--- config.mk ---
export PLATFORM = sky130hd
export DESIGN_NAME = alu_op_sequencer
export DESIGN_NICKNAME = d
export VERILOG_FILES = /design/src/rtl/alu_op_sequencer.sv
export SDC_FILE = /design/constraint.sdc
export NUM_CORES = 1
export LEC_CHECK = 0
export CAP_MARGIN = 0
export CORE_MARGIN = 1.5
export CORE_UTILIZATION = 49
export DETAILED_ROUTE_END_ITERATION = 7
export HOLD_SLACK_MARGIN = 0.15
export PLACE_DENSITY = 0.7
export SYNTH_ARGS = -nofsm -noshare
export SYNTH_HDL_FRONTEND = slang
export SYNTH_SLANG_ARGS = --single-unit
--- constraint.sdc ---
create_clock -name clk -period 4 [get_ports clk]
set_input_delay 0.6 -clock clk [delete_from_list [all_inputs] [get_ports clk]]
set_output_delay 0.6 -clock clk [all_outputs]
set_load 0.005 [all_outputs]
--- src/rtl/alu_op_sequencer.sv ---
// Program sequencer for the two-bit combinational ALU stage: loads up to DEPTH
// instructions, issues one every two cycles, reports each result, halts on error.
module alu_op_sequencer #(
   parameter int unsigned DEPTH = 8,
   parameter int unsigned AW    = 3
) (
   input  logic          clk,
   input  logic          rst,
   input  logic          load_valid,
   input  logic [1:0]    load_op,
   input  logic [1:0]    load_a,
   input  logic [1:0]    load_b,
   output logic          load_ready,
   input  logic          start,
   input  logic          clear,
   output logic          busy,
   output logic          i0,
   output logic          i1,
   output logic          a0,
   output logic          a1,
   output logic          b0,
   output logic          b1,
   input  logic          f0,
   input  logic          f1,
   input  logic          error,
   output logic          res_valid,
   output logic [1:0]    res_data,
   output logic          res_err,
   output logic [AW-1:0] res_index,
   output logic          done,
   output logic          halted_err
);

   typedef enum logic [2:0] {
      S_IDLE,
      S_ISSUE,
      S_CAPTURE,
      S_DONE,
      S_ERR
   } state_t;

   localparam logic [AW:0]   FULL    = DEPTH[AW:0];
   localparam logic [AW:0]   CNT_ONE = {{AW{1'b0}}, 1'b1};
   localparam logic [AW-1:0] PC_ONE  = {{(AW-1){1'b0}}, 1'b1};

   state_t        state, state_n;
   logic [AW:0]   count, count_n;
   logic [AW-1:0] pc, pc_n;
   logic          load_we;
   logic [5:0]    prog [DEPTH];

   always_ff @(posedge clk) begin
      if (rst) begin
         state <= S_IDLE;
         count <= '0;
         pc    <= '0;
      end else begin
         state <= state_n;
         count <= count_n;
         pc    <= pc_n;
      end
   end

   // A load in the same IDLE cycle as start is counted before start is judged.
   always_comb begin
      state_n = state;
      count_n = count;
      pc_n    = pc;
      load_we = 1'b0;
      case (state)
         S_IDLE: begin
            if (load_valid && (count < FULL)) begin
               load_we = 1'b1;
               count_n = count + CNT_ONE;
            end
            if (start && (count_n != '0)) begin
               pc_n    = '0;
               state_n = S_ISSUE;
            end
         end
         S_ISSUE: state_n = S_CAPTURE;
         S_CAPTURE: begin
            if (error) begin
               state_n = S_ERR;
            end else if ({1'b0, pc} == (count - CNT_ONE)) begin
               state_n = S_DONE;
            end else begin
               pc_n    = pc + PC_ONE;
               state_n = S_ISSUE;
            end
         end
         S_DONE: begin
            if (clear) begin
               count_n = '0;
               state_n = S_IDLE;
            end else if (start) begin
               pc_n    = '0;
               state_n = S_ISSUE;
            end
         end
         S_ERR: begin
            if (clear) begin
               count_n = '0;
               state_n = S_IDLE;
            end
         end
         default: state_n = S_IDLE;
      endcase
   end

   always_ff @(posedge clk) begin
      if (load_we) prog[count[AW-1:0]] <= {load_op, load_a, load_b};
   end

   // Status outputs are registered from the next state so they line up with it.
   always_ff @(posedge clk) begin
      if (rst) begin
         load_ready <= 1'b1;
         busy       <= 1'b0;
         done       <= 1'b0;
         halted_err <= 1'b0;
         {i1, i0, a1, a0, b1, b0} <= '0;
         res_valid  <= 1'b0;
         res_data   <= '0;
         res_err    <= 1'b0;
         res_index  <= '0;
      end else begin
         load_ready <= (state_n == S_IDLE) && (count_n < FULL);
         busy       <= (state_n == S_ISSUE) || (state_n == S_CAPTURE);
         done       <= (state_n == S_DONE);
         halted_err <= (state_n == S_ERR);
         res_valid  <= (state == S_CAPTURE);
         if (state == S_ISSUE) {i1, i0, a1, a0, b1, b0} <= prog[pc];
         if (state == S_CAPTURE) begin
            res_data  <= {f1, f0};
            res_err   <= error;
            res_index <= pc;
         end
      end
   end

endmodule
**Run 1: clock distribution**

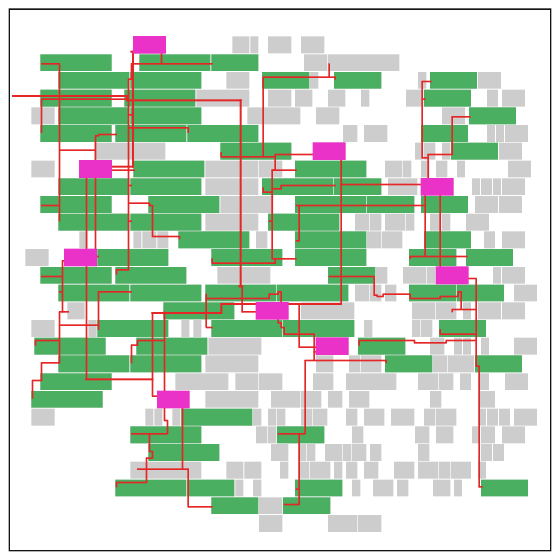
Key: clock-net drivers = magenta [count 9]; clock wires = red [length 893 um]; flip-flops = green [count 75]
Position of the flops: widely spread. There are 10 routed clock nets.
Clock power frac: 0.384
Clk Latency, worst-skew pair: 0.35 ns
Clk. pwr: 0.695 mW

**Run 1: power grid**

The bar under the picture is 20 um long. Pins as bars on the die edge. Tap cells in grey.
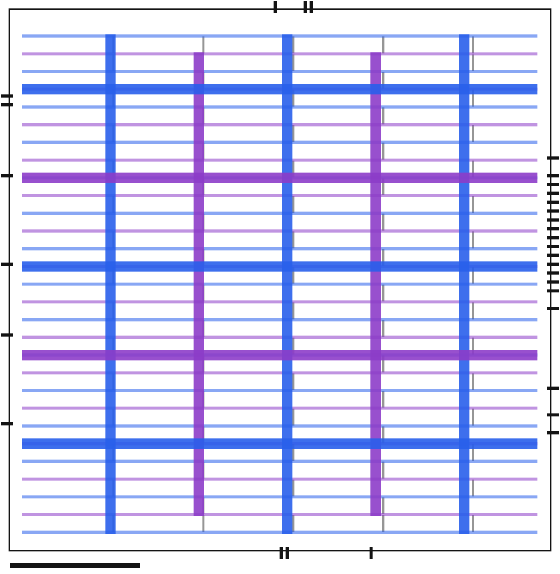
Key: VSS = blue; VDD = purple
5 straps on met4. The core has 28 rows.
worst vdd ir: 0.0003968 V
Die Wd: 82.88 um
Die Height: 82.88 um
Core Region: 6026 sq um

**Run 1: placement by cell class**

The bar under the picture is 20 um long.
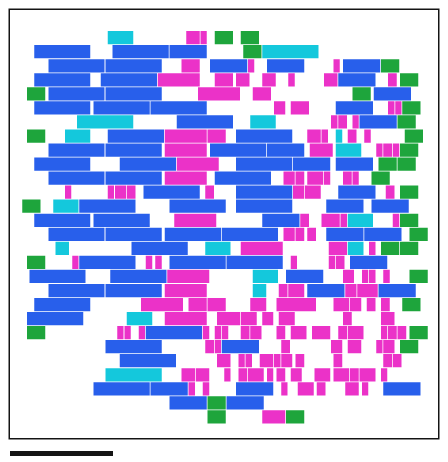
Key: remaining logic cells = magenta [cells 145, share of their area 30%]; remaining buffers and delay cells = green [cells 30, share of their area 8.3%]; clock drivers and dummy loads = cyan [cells 16, share of their area 6.7%]; registers = blue [cells 75, share of their area 55%]
Seq/total area: 0.5369
final instance area: 3691 sq um

-- run 1: layout by cell type, fill, tap and decap left out, types with 3 or more instances in the layout --
cell,Yosys,final
and2_1,3,3
a21oi_1,11,11
nor3_1,10,10
xnor2_1,3,3
bufinv_16,0,3
nand2b_1,5,5
nand3_1,3,3
mux2i_1,7,7
mux4_2,12,12
clkdlybuf4s50_1,0,30
o21ai_0,4,4
clkbuf_8,0,9
dfxtp_1,27,27
nand2_1,20,20
inv_1,4,4
o21ai_1,4,4
nor2_1,21,21
a211oi_1,6,6
edfxtp_1,48,48
ha_1,3,3
-- run 1: flip-flops by register name (all words and copies together), names as in the netlist, 2 cells and up --
name,cells
state,3
res_index,3
res_data,2
pc,3
count,4
prog,48
==> Changelog: implementation, run 1 <==
## Implementation

- Gate Count Post-Synth: 236
- CTS tree: done
- XORs/XNORs by Area: 0.01120
- # diodes: 0
- FP Util: 0.5189
- DP HPWL: 4.291 mm
- Non-filler instance count after layout: 341
- Buffers on Ports: 30
- Crit path buf inv count: 1
- Met2 Usage GRT: 0.3030
- Status: complete, no violations
- Crit path from: load_valid
- DR WL met2: 3.144 mm
- Power per cell area: 490.6 nW/um^2
- Placed cells: roughly 330
- Slowest CP cell: nor3_1
- Setup crit end: prog[0][0]
- Non-clk bufs: 30
- I/O pin cnt: 31
- Total track usage: 0.2003
- Clk buf depth: 2
- Syn_area_per_cell: 13.25 sq um
- Worst Hold Depth: 2
- Combinational power: 0.220 mW
- Vias/cell: around 5.7
- Crit path DAT: 2.47 ns
- Slowest stage delay, CP: between 0.6 and 0.7 ns
- Non-Clock Inverter Count: 5
- Setup crit start kind: input port
- Layout Nets: 278
- Kind of cell adding the most delay to the critical path: simple AND/OR/NAND/NOR gates
- Max cap viols: 0
- Layout fillers: 487
- Synth Area in Compound Gates: 0.08243
- Top cells by area: edfxtp_1 46%, dfxtp_1 17%, mux4_2 8.6%
- H-tree levels: 3
- CTS resizes: 0
- Yosys adder share: 0.01200
- Worst Tran Pin Value: between 1 and 1.5 ns
- NonClk Buf Share: 0.08136
- P_int: 1.387 mW
- Reg2reg path depth: 4
- FFs w/ async S/R, synth: 0
- Area Overhead vs Synth: 18.05%
- Number of cells in Yosys stat: ~240
- Share of cells above drive strength 1: 0.1203
- CP Cell Sequence: clkdlybuf4s50_1, nor2b_1, and2_1, nand2_1, nor3_1
- Hold Path Class: reg -> reg
- Logic share of the area: 0.2858
- Drt pass-1 iters: 4
- Simple-Gate Fraction of Synth Area: 0.1228
- Comb gates: about 140
- CTS Sinks: 75
- Worst min-delay path endpoint: res_index[0]
- Post-CTS Setup Bufs: 0
- Die area: 6869 sq um
- Relative slew slack: 0.3038
- Main logic family: simple AND/OR/NAND/NOR gates
- Flop Count: ~75
- Vias in the first global route: 1847
- Flop+latch power: 0.896 mW
- Crit share post-route: 0.6232
- FMAX: 0.4012 GHz
- Mapped Area: 3127 sq um
- Yosys warns: 0
- RSZ-0062 raised after global routing: no
- Distinct lib cells: 43
**Run 1: routing congestion**

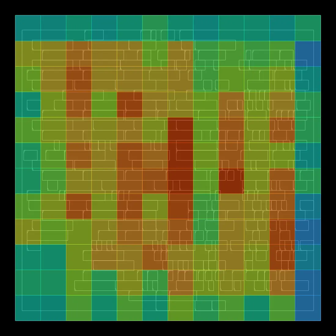

==> run 2: changes to the inputs <==
Settings changed: PLACE_DENSITY 0.7 to 0.73.
Clock period 4 ns to 2.1 ns, I/O delays scaled along.
**Run 2: routing congestion**

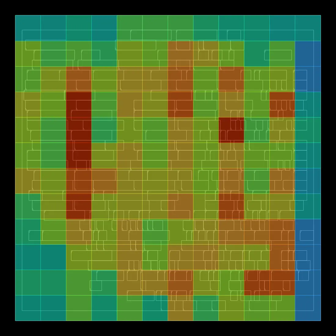
met3 Resource Use GR: 0.03479
most used routing layer: met2
GRT met1 Usage: 0.2411
total track usage: 0.1783
Wirelength per Cell: 16.07 um

**Run 2: power grid**

The bar under the picture is 20 um long. Pins as bars on the die edge. Tap cells in grey.
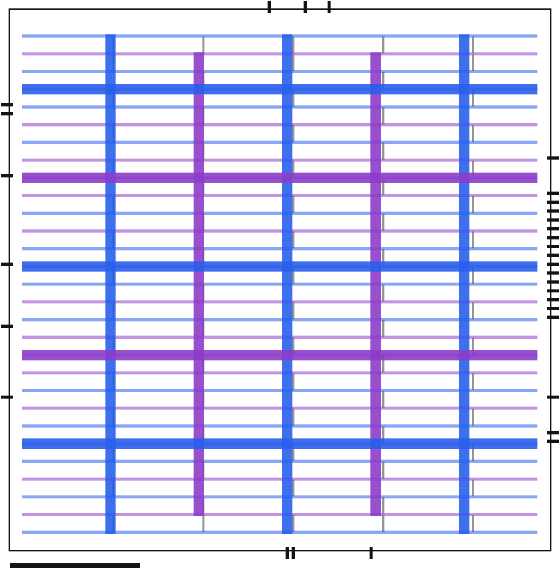
Key: VSS = blue; VDD = purple
5 straps on met5. The core has 28 rows. 5 straps on met4. 31 signal pins sit on the boundary. 75 tap cells.

==> Changelog: implementation, run 2 <==
## Implementation

- CTS resizes: 0 (unchanged)
- Status: complete, no violations
- P_int: 2.326 mW (+68%)
- Yosys warns: 0 (unchanged)
- NetSw: between 0.8 and 0.9 mW
- Die Wd: 82.88 um (unchanged)
- Layout Nets: 299 (+7.6%)
- Post-CTS Setup Bufs: 0 (unchanged)
- H-tree levels: 3 (unchanged)
- Post-synth EDFFs: 48
- Clk Latency, worst-skew pair: 0.34 ns (about the same)
- Leakage: 1.272 nW
- TritonCTS buffer count: 9
- Worst Hold Depth: 2 (unchanged)
- Flop+latch power: 1.67 mW (+86%)
- Max-area cell share: 0.4610
- Top Consumer: registers
- DP HPWL: 4.128 mm (-3.8%)
- CP Max Fanout: 9
- Commonest Layout Cell: edfxtp_1
- Critical R2R Launch: state[0]
- CTS tree: done
- Clock-cell share of area: 0.04789
- Seq/total area: 0.5231 (-0.01383)
- # diodes: 0 (unchanged)
- Combinational power share: 0.152
- Hold Startpoint: res_index[0]
- Buffers on Ports: 30 (unchanged)
- Relative slew slack: 0.6547 (+0.3509)
- Top cells by area: edfxtp_1 46%, dfxtp_1 17%, mux4_2 8.6%
- FFs w/ async S/R, synth: 0 (unchanged)
- Seq cells post-synth: 75
- Area Overhead vs Synth: 21.17%
- Reg2reg setup slack: 0.19 ns
- RR Endpoint: prog[0][1]
- Non-filler instance count after layout: 362 (+6.2%)
- Max-area cell class: registers
- Post-route ant nets: 0
- Drt pass-1 iters: 4 (unchanged)
- Logic share of the area: 0.2784 (-0.007361)
- Final RePlAce weighted congestion: 0.7711
- Combinational power: 0.481 mW (+120%)
- Power per cell area: 837.6 nW/um^2 (+71%)
- Vias/cell: 5.486 (-4.3%)
- Clock buffers: 9
- Critical path type: reg -> reg
- Hold Fails Final Rpt: 0
- Initial antenna violation count: 0
- Combinational gate area: between 1000 and 1500 sq um
- Slowest stage delay, CP: 0.37 ns (-0.30 ns)
- Syn_area_per_cell: 13.25 sq um (unchanged)
- Count leader, synth: edfxtp_1
- DRC Markers: 0
- Crit path DAT: 1.97 ns (-0.50 ns)
- Die Height: 82.88 um (unchanged)
- Total power: 3.173 mW
- Distinct lib cells: 43 (unchanged)
- Kind of cell adding the most delay to the critical path: simple AND/OR/NAND/NOR gates
- I/O pin cnt: 31 (unchanged)
- Max FFs per register: 48 (unchanged)
- Clk slew on worst S/H paths: 0.08 ns
- Reg area: 1982 sq um
- Root buf cell: clkbuf_8
- Largest net degree at the start of global routing: 16
- Non-Clock Inverter Count: 5 (unchanged)
- Clk buf depth: 2 (unchanged)
- RSZ-0062 raised after global routing: no
- Dpl ws: 0.05249 ns
- Placed cells: 346 (+6.5%)
- Vias: just under 2000
- Top sig layer: met4
- Non-clk bufs: 51 (+70%)
- WL met3: 209 um
- Dominant register cell: edfxtp_1
- Worst min-delay path endpoint: res_index[0]
- Row count: 28
- Final setup margin: 0.1924 ns
- Clock power frac: 0.321 (-0.063)
- Tap Count: 75
- Synthesized Nets: 253
- Minimum clock period: 1.908 ns
- Core Region: 6026 sq um (unchanged)
- Worst hold slack: 0.4587 ns
- Cts hold-fix bufs: 0
- Reg2reg path depth: 6 (+2)
- FMAX: 0.5242 GHz
- Slew Limit Fails: 0
- Worst Tran Pin Value: 0.5179 ns (-0.5231 ns)
- Slowest CP cell: nor3_1
- Most frequent cells in the layout: 48 x edfxtp_1, 30 x clkdlybuf4s50_1, 27 x dfxtp_1
- CP Cell Sequence: buf_4, nor3_1, and2_1, nand2_1, nor3_1, buf_4
- Clk. pwr: 1.02 mW (+47%)
- Die area: 6869 sq um (unchanged)
- NonClk Buf Share: 0.1209 (+0.03952)
- Comb gates: 140 (unchanged)
- CP Capture Type: flip-flop
- Placed Instance Area: 3607 sq um
- Share of cells above drive strength 1: 0.1882 (+0.06785)
- Routed WL: about 5.8 mm
- Tool warnings: 27
- Number of cells in Yosys stat: 236 (unchanged)
- Synth Seq Share: 0.6339
- Required time worst endpoint: roughly 2.2 ns
- Crit share post-route: 0.9084
- Gate Count Post-Synth: 236 (unchanged)
- Hold Path Class: reg -> reg
- Area leader, netlist: edfxtp_1
- Register share of total power: 0.527
- CTS Sinks: 75 (unchanged)
- Worst vdd ir: 0.0006581 V (+66%)
- Final instance area: 3789 sq um (+2.6%)
- Setup crit start kind: flip-flop
- Max cap viols: 0 (unchanged)
- Final setup vio count: 0
- Clk_skew: 0.007125 ns
- Layout fillers: 490 (+0.62%)
- Mapped Area: 3127 sq um (unchanged)
- Synth top cells by count: 48 x edfxtp_1, 27 x dfxtp_1, 21 x nor2_1
- FP Util: 0.5189 (unchanged)
- Global route overflow: 0
- Chip area estimate from yosys synthesis: about 3100 sq um
- Vias in the first global route: 1962 (+6.2%)
- Post-layout util: 0.6287
- Crit path buf inv count: 2 (+1)
- Flop Count: 75 (unchanged)
- DR WL met2: 2.801 mm (-11%)
- Met2 Usage GRT: 0.2816 (-0.02143)
- DRT iter0 DRCs: 95
-- run 2: cell families after synthesis --
group	count (synthesis)	share of synthesized area
AND/OR/NAND/NOR	75	0.1229
flip-flops	75	0.6339
multiplexers	19	0.1088
XOR/XNOR	4	0.01121
AND-OR/OR-AND	39	0.08243
adder cells (fa/ha/maj)	3	0.01201
buffers and inverters	21	0.02881
-- run 2: how the worst max path moves through the flow --
stage | slack (ns) | startpoint | end | cells after the start
global route | 0.02 | state[0] | prog[0][4] | 6
finish | 0.19 | state[0] | prog[0][1] | 6
floorplan | 0.22 | count[0] | busy | 8
global placement | 0.08 | load_valid | prog[0][5] | 6
CTS | 0.21 | state[0] | prog[0][4] | 6
detailed placement | 0.05 | load_valid | prog[0][5] | 6
Power figures rest on the tool's default switching activity, not on a simulated workload.
